File: config.mk
export PLATFORM = sky130hd
export DESIGN_NAME = distortion_fx_flat
export DESIGN_NICKNAME = d
export VERILOG_FILES = /design/src/rtl/distortion_fx_if.sv /design/src/rtl/distortion_fx.sv /design/src/flat_wrapper.sv
export SDC_FILE = /design/constraint.sdc
export NUM_CORES = 1
export LEC_CHECK = 0
export ABC_CLOCK_PERIOD_IN_PS = 9250
export CAP_MARGIN = 20
export CORE_AREA = 2 2 150 152
export CTS_BUF_LIST = sky130_fd_sc_hd__clkbuf_8
export DETAILED_ROUTE_END_ITERATION = 10
export DIE_AREA = 0 0 152 154
export PLACE_DENSITY = 0.74
export RECOVER_POWER = 50
export SLEW_MARGIN = 40
export SYNTH_ARGS = -nofsm -noshare
export SYNTH_HDL_FRONTEND = slang
export SYNTH_SLANG_ARGS = --single-unit
export TNS_END_PERCENT = 20
File: constraint.sdc
create_clock -name clk -period 9.25 [get_ports clk]
set_input_delay 1.85 -clock clk [delete_from_list [all_inputs] [get_ports clk]]
set_output_delay 1.85 -clock clk [all_outputs]
set_load 0.05 [all_outputs]
File: src/rtl/distortion_fx_if.sv
// Sample-stream and static-configuration bundle for the distortion stage.
// The master drives samples and settings; the slave returns the shaped stream.
interface distortion_fx_if #(
  parameter int WIDTH  = 16,
  parameter int GAIN_W = 8,
  parameter int HOLD_W = 4
);
  logic                       in_valid;
  logic signed [WIDTH-1:0]    in_data;
  logic [1:0]                 mode;
  logic [GAIN_W-1:0]          gain;
  logic [WIDTH-2:0]           thresh;
  logic [$clog2(WIDTH)-1:0]   crush_bits;
  logic [HOLD_W-1:0]          hold;
  logic                       out_valid;
  logic signed [WIDTH-1:0]    out_data;
  logic                       clip_flag;

  modport master (
    output in_valid, in_data, mode, gain, thresh, crush_bits, hold,
    input  out_valid, out_data, clip_flag
  );

  modport slave (
    input  in_valid, in_data, mode, gain, thresh, crush_bits, hold,
    output out_valid, out_data, clip_flag
  );
endinterface

File: src/rtl/distortion_fx.sv
// Three-stage multi-mode distortion: gain with saturation, waveshaping
// (bypass / hard clip / soft clip / bit-crush), then decimating output register.
module distortion_fx #(
  parameter int WIDTH     = 16,
  parameter int GAIN_W    = 8,
  parameter int GAIN_FRAC = 4,
  parameter int HOLD_W    = 4
) (
  input  logic           clk,
  input  logic           rst_n,
  distortion_fx_if.slave bus
);
  localparam int CB_W = $clog2(WIDTH);
  localparam int PW   = WIDTH + GAIN_W + 1;
  localparam logic signed [WIDTH-1:0] S_MAX = {1'b0, {(WIDTH-1){1'b1}}};
  localparam logic signed [WIDTH-1:0] S_MIN = {1'b1, {(WIDTH-1){1'b0}}};

  typedef enum logic [1:0] {
    MODE_BYPASS = 2'd0,
    MODE_HARD   = 2'd1,
    MODE_SOFT   = 2'd2,
    MODE_CRUSH  = 2'd3
  } mode_e;

  // ---------------- S1: gain and saturation ----------------
  logic signed [PW-1:0]    din_ext, gain_ext, prod, scaled;
  logic [PW-WIDTH:0]       top_bits;
  logic signed [WIDTH-1:0] g_next;
  logic                    sat_next;

  // NOTE: every always_comb output gets a default first so no path leaves it unassigned (no latch).
  always_comb begin
    din_ext  = PW'(bus.in_data);
    gain_ext = $signed({{(PW-GAIN_W){1'b0}}, bus.gain});
    prod     = din_ext * gain_ext;
    scaled   = prod >>> GAIN_FRAC;
    top_bits = scaled[PW-1:WIDTH-1];
    g_next   = scaled[WIDTH-1:0];
    sat_next = 1'b0;
    if (mode_e'(bus.mode) == MODE_BYPASS) begin
      g_next = bus.in_data;
    end else if (!(&top_bits) && (|top_bits)) begin
      sat_next = 1'b1;
      g_next   = scaled[PW-1] ? S_MIN : S_MAX;
    end
  end

  logic                    v1, sat1;
  logic signed [WIDTH-1:0] g1;
  mode_e                   mode1;
  logic [WIDTH-2:0]        thresh1;
  logic [CB_W-1:0]         crush1;
  logic [HOLD_W-1:0]       hold1;

  // NOTE: sequential state uses non-blocking (<=) so every register samples pre-edge values.
  always_ff @(posedge clk or negedge rst_n) begin
    if (!rst_n) begin
      v1      <= 1'b0;
      sat1    <= 1'b0;
      g1      <= '0;
      mode1   <= MODE_BYPASS;
      thresh1 <= '0;
      crush1  <= '0;
      hold1   <= '0;
    end else begin
      v1 <= bus.in_valid;
      if (bus.in_valid) begin
        sat1    <= sat_next;
        g1      <= g_next;
        mode1   <= mode_e'(bus.mode);
        thresh1 <= bus.thresh;
        crush1  <= bus.crush_bits;
        hold1   <= bus.hold;
      end
    end
  end

  // ---------------- S2: waveshaping ----------------
  logic [WIDTH:0]          g_wide, mag, t_ext, lim_mag, sgn_mag;
  logic                    neg, over, clip_next;
  logic signed [WIDTH-1:0] y_next;

  // Magnitude is one bit wider so the most negative sample has a representable |g|.
  always_comb begin
    g_wide  = {g1[WIDTH-1], g1};
    neg     = g1[WIDTH-1];
    mag     = neg ? -g_wide : g_wide;
    t_ext   = {2'b00, thresh1};
    over    = mag > t_ext;
    lim_mag = t_ext;
    if (mode1 == MODE_SOFT) lim_mag = t_ext + ((mag - t_ext) >> 2);
    sgn_mag   = neg ? -lim_mag : lim_mag;
    y_next    = g1;
    clip_next = 1'b0;
    case (mode1)
      MODE_HARD, MODE_SOFT: begin
        if (over) begin
          y_next    = sgn_mag[WIDTH-1:0];
          clip_next = 1'b1;
        end
      end
      MODE_CRUSH: y_next = g1 & ({WIDTH{1'b1}} << crush1);
      default: ;
    endcase
  end

  logic                    v2, flag2;
  logic signed [WIDTH-1:0] y2;
  mode_e                   mode2;
  logic [HOLD_W-1:0]       hold2;

  always_ff @(posedge clk or negedge rst_n) begin
    if (!rst_n) begin
      v2    <= 1'b0;
      flag2 <= 1'b0;
      y2    <= '0;
      mode2 <= MODE_BYPASS;
      hold2 <= '0;
    end else begin
      v2 <= v1;
      if (v1) begin
        flag2 <= sat1 | clip_next;
        y2    <= y_next;
        mode2 <= mode1;
        hold2 <= hold1;
      end
    end
  end

  // ---------------- S3: decimation and output ----------------
  logic [HOLD_W-1:0]       cnt, last_hold, eff_cnt, cnt_inc;
  logic signed [WIDTH-1:0] held, out_data_q;
  logic                    held_flag, out_valid_q, clip_q;

  // A change of hold factor restarts decimation with a fresh capture.
  always_comb begin
    eff_cnt = (hold2 != last_hold) ? '0 : cnt;
    cnt_inc = eff_cnt + 1'b1;
  end

  always_ff @(posedge clk or negedge rst_n) begin
    if (!rst_n) begin
      cnt         <= '0;
      last_hold   <= '0;
      held        <= '0;
      held_flag   <= 1'b0;
      out_valid_q <= 1'b0;
      out_data_q  <= '0;
      clip_q      <= 1'b0;
    end else begin
      out_valid_q <= v2;
      if (v2) begin
        last_hold <= hold2;
        if (mode2 != MODE_CRUSH) begin
          cnt        <= '0;
          out_data_q <= y2;
          clip_q     <= flag2;
        end else if (eff_cnt == '0) begin
          held       <= y2;
          held_flag  <= flag2;
          out_data_q <= y2;
          clip_q     <= flag2;
          cnt        <= (hold2 <= HOLD_W'(1)) ? '0 : HOLD_W'(1);
        end else begin
          out_data_q <= held;
          clip_q     <= held_flag;
          cnt        <= (cnt_inc == hold2) ? '0 : cnt_inc;
        end
      end
    end
  end

  assign bus.out_valid = out_valid_q;
  assign bus.out_data  = out_data_q;
  assign bus.clip_flag = clip_q;
endmodule
File: src/flat_wrapper.sv
// flat-port wrapper written by rule: the top's interface ports become plain ports
module distortion_fx_flat 
#(
  parameter int WIDTH     = 16,
  parameter int GAIN_W    = 8,
  parameter int GAIN_FRAC = 4,
  parameter int HOLD_W    = 4
)
  (clk, rst_n, bus_in_valid, bus_in_data, bus_mode, bus_gain, bus_thresh, bus_crush_bits, bus_hold, bus_out_valid, bus_out_data, bus_clip_flag);
  distortion_fx_if #(.WIDTH(WIDTH), .GAIN_W(GAIN_W), .HOLD_W(HOLD_W)) bus_i ();
  input  logic clk;
  input  logic rst_n;
  input wire logic [$bits(bus_i.in_valid)-1:0] bus_in_valid;
  input wire logic [$bits(bus_i.in_data)-1:0] bus_in_data;
  input wire logic [$bits(bus_i.mode)-1:0] bus_mode;
  input wire logic [$bits(bus_i.gain)-1:0] bus_gain;
  input wire logic [$bits(bus_i.thresh)-1:0] bus_thresh;
  input wire logic [$bits(bus_i.crush_bits)-1:0] bus_crush_bits;
  input wire logic [$bits(bus_i.hold)-1:0] bus_hold;
  output wire logic [$bits(bus_i.out_valid)-1:0] bus_out_valid;
  output wire logic [$bits(bus_i.out_data)-1:0] bus_out_data;
  output wire logic [$bits(bus_i.clip_flag)-1:0] bus_clip_flag;
  assign bus_i.in_valid = bus_in_valid;
  assign bus_i.in_data = bus_in_data;
  assign bus_i.mode = bus_mode;
  assign bus_i.gain = bus_gain;
  assign bus_i.thresh = bus_thresh;
  assign bus_i.crush_bits = bus_crush_bits;
  assign bus_i.hold = bus_hold;
  assign bus_out_valid = bus_i.out_valid;
  assign bus_out_data = bus_i.out_data;
  assign bus_clip_flag = bus_i.clip_flag;
  distortion_fx #(.WIDTH(WIDTH), .GAIN_W(GAIN_W), .GAIN_FRAC(GAIN_FRAC), .HOLD_W(HOLD_W)) u_core (.clk(clk), .rst_n(rst_n), .bus(bus_i));
endmodule
Fig. 1: cell density map
Scale: 2 px per um. 15 x 15 tiles, from black (low) to pale yellow (high), 0 to 100% covered.
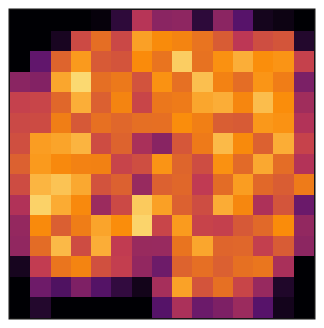
8.4% of the tiles are nearly empty. 20% of the tiles are over 75% full. The mean over all tiles is 54%. The fullest tile reaches 92%.
initial core utilization: 54.6%
Final Core Density: 59.7%
Core Box Area: 0.0217 mm2

Fig. 2: a small window of the routed layout
Window x 64 to 89, y 64 to 89 um. Cells in grey, sequential cells in the stronger grey; small squares are vias.
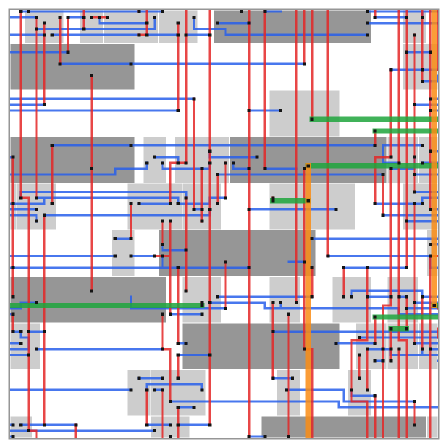
Green is met3. Red is met2. Orange is met4. Blue is met1.
Sequential cells in the window: 7. Netlist names of flops here include `u_core.g1` (7). 36 logic cells have their middle in the window. Most frequent: dfrtp_1 (7), o22ai_1 (6), nor2_1 (5).

Fig. 3: clock network drawn from the DEF
Scale: 4 px per um.
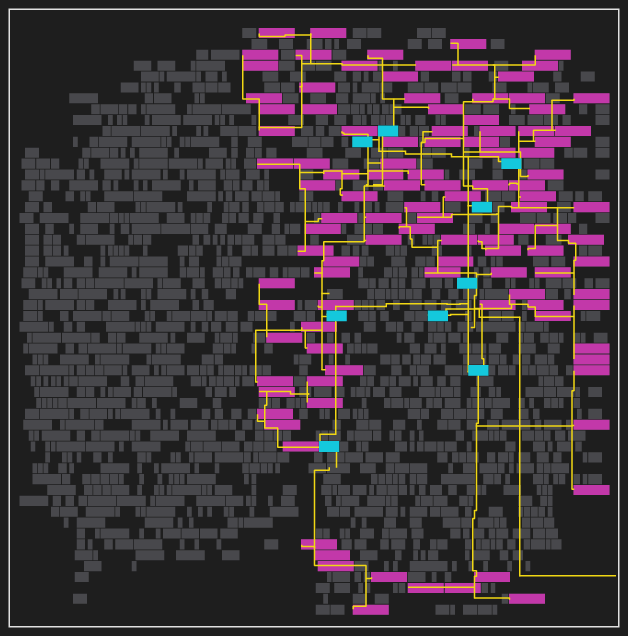
Yellow is clock wires, length 1380 um. Cyan is cells driving clock nets, count 9. Magenta is flip-flops, count 110.
There are 10 routed clock nets.

## worst register-to-register path, stage by stage (launching register included)
cell       delay (ns)
dfrtp_1          0.50
inv_1            0.11
ha_1             0.31
nand2_1          0.06
o21ai_0          0.10
ha_1             0.35
nor2b_1          0.17
o31a_1           0.29
nor2_1           0.16
nor2b_1          0.10
o21a_1           0.20
o21a_1           0.19
nor2_1           0.11
xnor2_1          0.09
ha_1             0.40
a21o_1           0.25
nor3_1           0.27
a2111oi_0        0.20
a221oi_1         0.31
o311ai_1         0.28
or4_4            0.62
o41ai_4          0.31
xnor2_1          0.13
o311ai_2         0.20
## cell type report
cell class,instances,area (um2)
well taps,280,350
clock buffers,9,124
inverters,178,668
repair buffers,78,732
flip-flops and latches,110,2750
fillers,1889,8750
multi-input cells,985,8230
clock inverters,7,82.6
==> results.cfg <==
; generated from flow reports
[placed_design]
placed_cells = 1631
dp_hpwl_mm = 22.2
portBuffers = 69

[pwr]
p_sw_mw = 2.59
p_leak_nw = 5.86
power_mw = 4.92
swShare_pct = 52.6
clock_power_share_pct = 6.2
power_sequential_uw = 812
p_per_area_mw_per_mm2 = 380
power.group.top = combinational logic

[job]
drv_cap = 4

[final_layout]
final_common_cell = inv_1
nets = 1602

[route]
dr.first_iter.drc_count = 668
routed_via_density = 5.89
drc = 0

[worst_setup_path]
cp-endpoint = u_core.sat1
cp_common_cell = fa_1
crit_required_ns = 9.43
endpoint_kind = flop

[synth]
synth_area_leader_cell = dfrtp_1
ys_cells = 1324
edf_count = 0
ys_sh_mux_pct = 4.02
synthAoiAreaFrac_pct = 17.6
syn_avg_cell_area_um2 = 8.95
yosysTopAreaCellShare_pct = 23.2
syn_inst = 1324
synth.comb.largest_family = adder cells

[clock_tree]
clock_insertion_delay_worst_skew_ns = 0.39
cts_sinks = 110
htree_num_levels = 3
clk_pin_slew_ns = 0.13
cts_tree = done
clk_path_buf_depth = 2

[status]
violations = max-capacitance violations, max-slew violations
status = finished, violations left

[floorplan]
ios = 70

[global_routing]
grt_use_total_pct = 24.3
antenna_found_initial = 0
use_met2_pct = 43.0
overflow = 0

[timing]
slew_violations = 213
finalHoldViolCount = 0
fin_ws_ns = 1.51
grt_setup_unrepaired = false
